### src/rtl/uart_tx_arb.sv
`default_nettype none
// ============================================================================
//  Module   : uart_tx_arb
//  Purpose  : Round-robin arbiter feeding an 8-bit UART transmitter.
//             Optional even parity symbol enabled by macro UART_TX_PARITY_EN.
//  Revision : 1.0  initial release
// ============================================================================
module uart_tx_arb #(
    parameter int NREQ      = 4,
    parameter int STOP_BITS = 1
) (
    input  logic                    clki,
    input  logic                    rst_n,
    input  logic                    txd_ena,
    input  logic [NREQ-1:0]         req_valid,
    input  logic [8*NREQ-1:0]       req_data,
    output logic [NREQ-1:0]         req_ready,
    output logic                    txd,
    output logic                    busy,
    output logic [$clog2(NREQ)-1:0] grant_id
);

    localparam int IDW = $clog2(NREQ);

`ifdef UART_TX_PARITY_EN
    typedef enum logic [2:0] {
        IDLE   = 3'd0,
        ARMED  = 3'd1,
        START  = 3'd2,
        DATA   = 3'd3,
        PARITY = 3'd4,
        STOP   = 3'd5
    } state_t;
`else
    typedef enum logic [2:0] {
        IDLE   = 3'd0,
        ARMED  = 3'd1,
        START  = 3'd2,
        DATA   = 3'd3,
        STOP   = 3'd5
    } state_t;
`endif

    state_t           state_q, state_d;
    logic             txd_q, txd_d;
    logic [7:0]       byte_q, byte_d;
    logic [2:0]       cnt_q, cnt_d;
    logic             stop_q, stop_d;
    logic [IDW-1:0]   ptr_q, ptr_d;
    logic [IDW-1:0]   gid_q, gid_d;

    logic             found_hi, found_lo;
    logic [IDW-1:0]   idx_hi, idx_lo, win_idx;

    // Two-pass search: lowest valid index at or above the pointer wins,
    // otherwise the lowest valid index below it (wrap-around).
    always_comb begin
        found_hi = 1'b0;
        found_lo = 1'b0;
        idx_hi   = '0;
        idx_lo   = '0;
        for (int i = NREQ - 1; i >= 0; i--) begin
            if (req_valid[i]) begin
                if (i >= int'(ptr_q)) begin
                    found_hi = 1'b1;
                    idx_hi   = IDW'(i);
                end else begin
                    found_lo = 1'b1;
                    idx_lo   = IDW'(i);
                end
            end
        end
        win_idx = found_hi ? idx_hi : idx_lo;
    end

    always_comb begin
        state_d   = state_q;
        txd_d     = txd_q;
        byte_d    = byte_q;
        cnt_d     = cnt_q;
        stop_d    = stop_q;
        ptr_d     = ptr_q;
        gid_d     = gid_q;
        req_ready = '0;

        case (state_q)
            IDLE: begin
                txd_d = 1'b1;
                // Ready is gated by rst_n so nothing is offered while held in reset.
                if (rst_n && (found_hi || found_lo)) begin
                    for (int i = 0; i < NREQ; i++) begin
                        if (IDW'(i) == win_idx) begin
                            req_ready[i] = 1'b1;
                            byte_d       = req_data[8*i +: 8];
                        end
                    end
                    gid_d   = win_idx;
                    ptr_d   = (win_idx == IDW'(NREQ - 1)) ? '0 : win_idx + 1'b1;
                    state_d = ARMED;
                end
            end
            ARMED: begin
                if (txd_ena) begin
                    txd_d   = 1'b0;
                    state_d = START;
                end
            end
            START: begin
                if (txd_ena) begin
                    txd_d   = byte_q[0];
                    cnt_d   = 3'd0;
                    state_d = DATA;
                end
            end
            DATA: begin
                if (txd_ena) begin
                    if (cnt_q != 3'd7) begin
                        txd_d = byte_q[cnt_q + 3'd1];
                        cnt_d = cnt_q + 3'd1;
                    end else begin
`ifdef UART_TX_PARITY_EN
                        txd_d   = ^byte_q;
                        state_d = PARITY;
`else
                        txd_d   = 1'b1;
                        stop_d  = 1'b0;
                        state_d = STOP;
`endif
                    end
                end
            end
`ifdef UART_TX_PARITY_EN
            PARITY: begin
                if (txd_ena) begin
                    txd_d   = 1'b1;
                    stop_d  = 1'b0;
                    state_d = STOP;
                end
            end
`endif
            STOP: begin
                if (txd_ena) begin
                    if (int'(stop_q) == STOP_BITS - 1) begin
                        stop_d  = 1'b0;
                        state_d = IDLE;
                    end else begin
                        stop_d = 1'b1;
                    end
                end
            end
            default: begin
                txd_d   = 1'b1;
                state_d = IDLE;
            end
        endcase
    end

    always_ff @(posedge clki or negedge rst_n) begin
        if (!rst_n) begin
            state_q <= IDLE;
            txd_q   <= 1'b1;
            byte_q  <= 8'h00;
            cnt_q   <= 3'd0;
            stop_q  <= 1'b0;
            ptr_q   <= '0;
            gid_q   <= '0;
        end else begin
            state_q <= state_d;
            txd_q   <= txd_d;
            byte_q  <= byte_d;
            cnt_q   <= cnt_d;
            stop_q  <= stop_d;
            ptr_q   <= ptr_d;
            gid_q   <= gid_d;
        end
    end

    assign txd      = txd_q;
    assign busy     = (state_q != IDLE);
    assign grant_id = gid_q;

endmodule
`default_nettype wire

### config.mk
export PLATFORM = sky130hd
export DESIGN_NAME = uart_tx_arb
export DESIGN_NICKNAME = d
export VERILOG_FILES = /design/src/rtl/uart_tx_arb.sv
export SDC_FILE = /design/constraint.sdc
export NUM_CORES = 1
export LEC_CHECK = 0
export ABC_AREA = 1
export ABC_CLOCK_PERIOD_IN_PS = 3000
export CORE_MARGIN = 2
export CORE_UTILIZATION = 40
export CTS_CLUSTER_DIAMETER = 60
export DETAILED_ROUTE_END_ITERATION = 7
export HOLD_SLACK_MARGIN = 0.06
export PLACE_DENSITY = 0.72
export SYNTH_ARGS = -nofsm -noshare
export SYNTH_HDL_FRONTEND = slang
export SYNTH_SLANG_ARGS = --single-unit
### constraint.sdc
create_clock -name clki -period 3 [get_ports clki]
set_input_delay 0.6 -clock clki [delete_from_list [all_inputs] [get_ports clki]]
set_output_delay 0.6 -clock clki [all_outputs]
set_load 0.005 [all_outputs]
Fig. 1: register map, names as in the netlist
Other sequential cells in the stronger grey, the rest of the logic in the fainter grey.
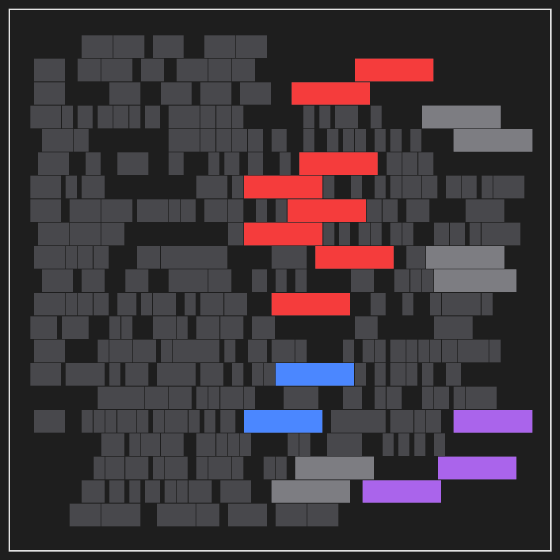
- red: byte_q (placed flops 8)
- purple: state_q (placed flops 3)
- blue: ptr_q (placed flops 2)

Fig. 2: cell sizes after repair
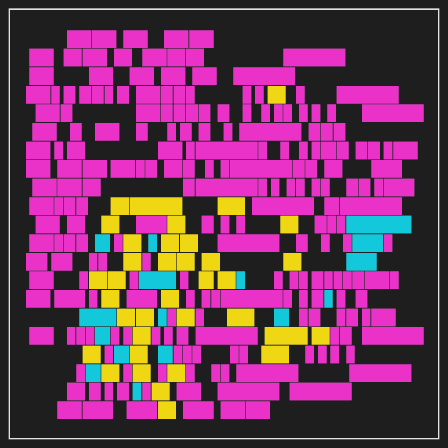
- yellow: drive 3 to 4 (cells 36)
- cyan: drive 2 (cells 16)
- magenta: drive 1 or less (cells 219)

Fig. 3: cell classes on the final placement
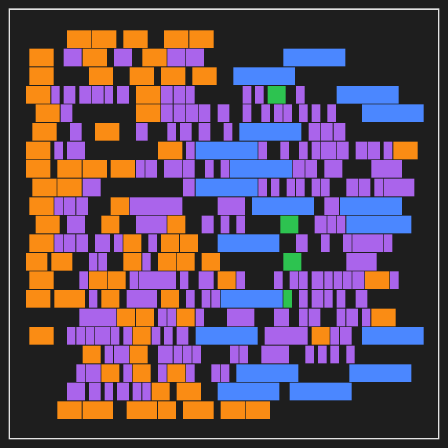
- green: clock drivers and dummy loads (cells 4; share of their area 1.3%)
- blue: flip-flops (cells 19; share of their area 23%)
- purple: all other logic (cells 175; share of their area 43%)
- orange: other buffers and delay cells (cells 73; share of their area 32%)

Fig. 4: cell density map
The die is cut into 6 by 6 equal tiles; black is low, pale yellow is high, 0 to 100% covered.
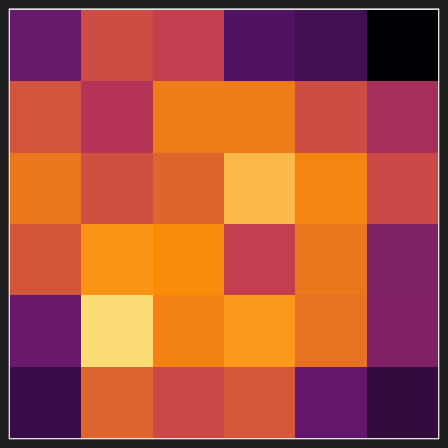
- mean over tiles: 53%
- fullest tile: 92%
- nearly empty tiles: 2.8%
- tiles over 75% full: 11%

Fig. 5: routing congestion
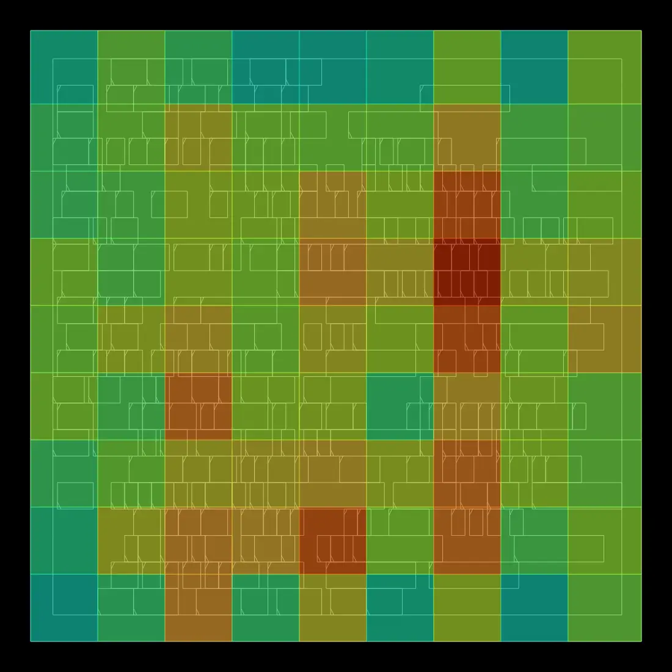
GR Util met2: 31.0%
global routing met1 resource utilization: 22.7%
All-Layer GR Usage: 17.8%
per-cell routed wire length: 10.6 um
met3 demand-to-capacity share in global routing: 1.80%

==> summary.txt <==
Main metrics from the flow reports.

Leaving out fill and tap cells, the most frequent cell in the layout is sky130_fd_sc_hd__nand2_1. The overall overflow remaining after global route came out at 0. Based on the critical path, the design can be clocked at up to roughly 340 MHz.

The post-synthesis register bit count came out at 19. The leakage power total is 1.08 nW. The flow ran to the end, and the final reports show no timing, DRC or antenna violations. The post-detailed-routing wire length is 3350 um. The number of global-route vias before repair is ~1,400. The yosys cell count came out at between 150 and 200. In the final run the clock tree shows a worst skew of 0.00835 ns. TritonCTS built the clock tree. The number of cells on the worst reg-to-reg path is 16. The post-CTS hold buffer count recorded in the log is 0.

The TritonCTS buffer count came out at 3. The detailed router finished its first iteration with around 67 violations. The power density of the placed cells is between 700 and 800 mW/mm2.

The final core utilization came out at ~64%. The cell row count came out at 21. The fraction of the cycle the final worst path needs is 97.4%.

The full die area came out at between 0.003 and 0.004 mm2. The net switching power figure came out at 0.000757 W. The startpoint class of the critical path is an input port. The maximum vdd drop is 0.488 mV. The routability-driven placement congestion ratio is 0.875. The top-level I/O count is about 47. The fraction of power consumed by combinational cells is roughly 65%. The instance count of the mapped netlist came out at slightly below 200. The most common logic cells in the final layout are sky130_fd_sc_hd__nand2_1 (55), sky130_fd_sc_hd__clkdlybuf4s50_1 (40), sky130_fd_sc_hd__buf_4 (27), sky130_fd_sc_hd__nand3_1 (22), sky130_fd_sc_hd__o21ai_0 (21).

In this run the worst path has a maximum fanout of 3. The power report attributes to the clock group a share of between 7 and 8%. The critical path capture point type is an output pin. At the floorplan stage, the core utilization is reported as between 40% and 50%. The width of the die is ~63 um. The estimated wirelength of the detail-placed design came out at 2580 um. The H-tree level count came out at 1.

The measured slew at the worst slew-check pin is approximately 0.34 ns. The number of diodes is 0. The sequential group share of total power came out at a little over a quarter.

The critical path arrival came out at 2.32 ns. Counting the fill cells in the layout gives between 300 and 400. For this run, the final setup violation count is recorded as 0. The cell area reported after detailed placement is about 0.0020 mm2. The final count of hold timing violations is 0. During synthesis, Yosys emitted a total of 0 warnings. The routed layout has about 1,500 vias. The area added between synthesis and finish came out at 54.7%. The setup check on the worst reg-to-reg path leaves a slack of between 0.5 and 0.6 ns. The number of nets in the layout is between 300 and 400. The final critical delay including setup and external delays came out at ~3 ns. The post-route standard cell area excluding fillers is 0.00213 mm2. The tree built by TritonCTS fans out to 19 sinks. The unique cell type count in the Yosys netlist is 26. Looking at the setup timing report, the critical path kind is in2out.

The number of maximum-capacitance violations came out at 0. According to the floorplan report, the die height is ~63 um. The final max-slew violation count is 0. The net count after synthesis is ~240. The average footprint of a synthesized cell came out at 7.04 um2. According to the floorplan report, the placeable core area is roughly 0.0033 mm2. The number of nets with antenna violations after routing came out at 0. The global-route wire length before repair is approximately 5800 um. The DRC violation count after routing came out at 0. The largest net degree at the start of global routing came out at 20. For the worst reg-to-reg path, the startpoint reported by OpenROAD is ptr_q[1].

The maximum root-to-sink buffer count is 2. The worst-case max-slew headroom was logged as between 70 and 80%. The critical hold path startpoint is byte_q[6]. The switching power as a share of total power came out at 44.4%. The first detailed-routing pass took 6 iterations.

OpenSTA, run right after detailed placement, puts the worst setup slack at -0.120 ns. The area of the mapped netlist is 0.00138 mm2. The endpoint of the worst hold path is reported as byte_q[6]. In the final layout, the share of cells above drive strength 1 is 19.2%.

The overall power came out at 0.00171 W. The proportion of synthesized chip area in sequential cells came out at between 30 and 40%. The clock-pin slew of the registers on the worst-case setup and hold paths is ~0.10 ns. The number of stages on the worst hold path is 2. The required time at the worst endpoint is listed as between 2 and 2.5 ns. Post-synthesis, Yosys gives the total cell area as 0.00138 mm2. The clock latency on the worst-skew pair came out at 0.29 ns. The warning total across the stage logs is 30. The capture point of the worst register-to-register path is recorded as byte_q[3]. The count of buffers inserted at the top-level ports came out at about 46. The via density per instance came out at ~4.7. The internal power component is about 0.00095 W. The root cell of the clock tree is sky130_fd_sc_hd__clkbuf_4. The worst hold path belongs to the class reg2reg. The number of antenna violations at the first check in global routing came out at 0. The final worst setup slack came out at roughly 0.079 ns.
==> critical path: stages <==
cell and delay (ns):
sky130_fd_sc_hd__clkdlybuf4s50_1 0.47, sky130_fd_sc_hd__nand2_1 0.07, sky130_fd_sc_hd__nand2_1 0.10, sky130_fd_sc_hd__nor2_2 0.06, sky130_fd_sc_hd__nor2_1 0.09, sky130_fd_sc_hd__nand2_1 0.10
sky130_fd_sc_hd__buf_4 0.15, sky130_fd_sc_hd__buf_4 0.12, sky130_fd_sc_hd__ha_1 0.18, sky130_fd_sc_hd__inv_1 0.08, sky130_fd_sc_hd__nor2_1 0.05, sky130_fd_sc_hd__dlygate4sd2_1 0.26
==> cell usage after synthesis, drive strengths merged <==
master   n  area [um2]
nor2    25         106
nand4    1        6.26
nand3b   2        15.0
a22oi    9        72.6
dfrtp   18         450
a31oi    2        27.5
buf      2        10.0
inv     22        85.1
a211oi   1        12.5
nand3   23         128
clkinv   1        3.75
a21oi    2        10.0
ha       6        75.1
o21ai   22         110
dfstp    1        26.3
nand2   59         241
==> cells by family after synthesis <==
group | count (synthesis) | share of synthesized area, %
simple gates | 110 | 36.0
buf+inv | 25 | 7.16
fa+ha+maj | 6 | 5.44
flops | 19 | 34.5
compound gates | 36 | 16.9
==> stage by stage <==
step / setup TNS (ns) / hold slack, ns / std cells
after floorplan: 0 / 0.304 / 196
after global placement: -0.252 / 0.458 / 304
after detailed placement: -0.446 / 0.459 / 304
after CTS: -0.0769 / 0.485 / 310
after global routing: -0.0279 / 0.514 / 317
final: 0 / 0.482 / 317
==> sequential cells by signal, summed over array words and instances (netlist names) <==
name	count
byte_q	8
cnt_q	3
grant_id	2
state_q	3
txd	1
ptr_q	2
==> cell type report <==
cell class / count / area (um2) / share of cell area (%)
sequential: 19 / 477 / 22.3
timing repair buffer: 73 / 671 / 31.4
clock buffer: 4 / 26.3 / 1.23
inverter: 23 / 88.8 / 4.16
tap: 46 / 57.6 / 2.70
multi-input combinational: 152 / 815 / 38.2
==> power groups by stage <==
| stage | clock network [W] | registers, W | logic (W) |
|---|---|---|---|
| after floorplan | 0 | 0.000445 | 0.000671 |
| after global placement | 0 | 0.000465 | 0.00103 |
| after detailed placement | 0 | 0.000466 | 0.00105 |
| after CTS | 0.000135 | 0.000462 | 0.00107 |
| after global routing | 0.000150 | 0.000481 | 0.00126 |
| final | 0.000128 | 0.000463 | 0.00111 |
==> what timing repair did <==
item | in CTS | in global routing
pin swaps | 2 | 5
endpoints found under the setup margin | 4 | 4
gates resized | 5 | 7
buffers inserted | 2 | 7
==> routing by layer <==
metal	vias up	GRT usage, %	wire length [um]
met5	-	0	0
met4	0	6.67	46
met3	4	1.80	105
met2	31	31.0	1590
met1	654	22.7	1610
li1	795	-	-
==> worst max path at each step <==
stage | startpoint | to | slack, ns | depth (start not counted)
2_1_floorplan | req_valid[0] | req_ready[1] | 0.73 | 10
3_3_place_gp | req_valid[1] | req_ready[1] | -0.07 | 11
3_5_place_dp | req_valid[1] | req_ready[3] | -0.12 | 9
4_1_cts | req_valid[1] | req_ready[2] | -0.04 | 9
5_1_grt | req_valid[2] | req_ready[0] | -0.03 | 12
6_report | req_valid[2] | req_ready[0] | 0.08 | 12
Power and IR drop assume default switching activity.
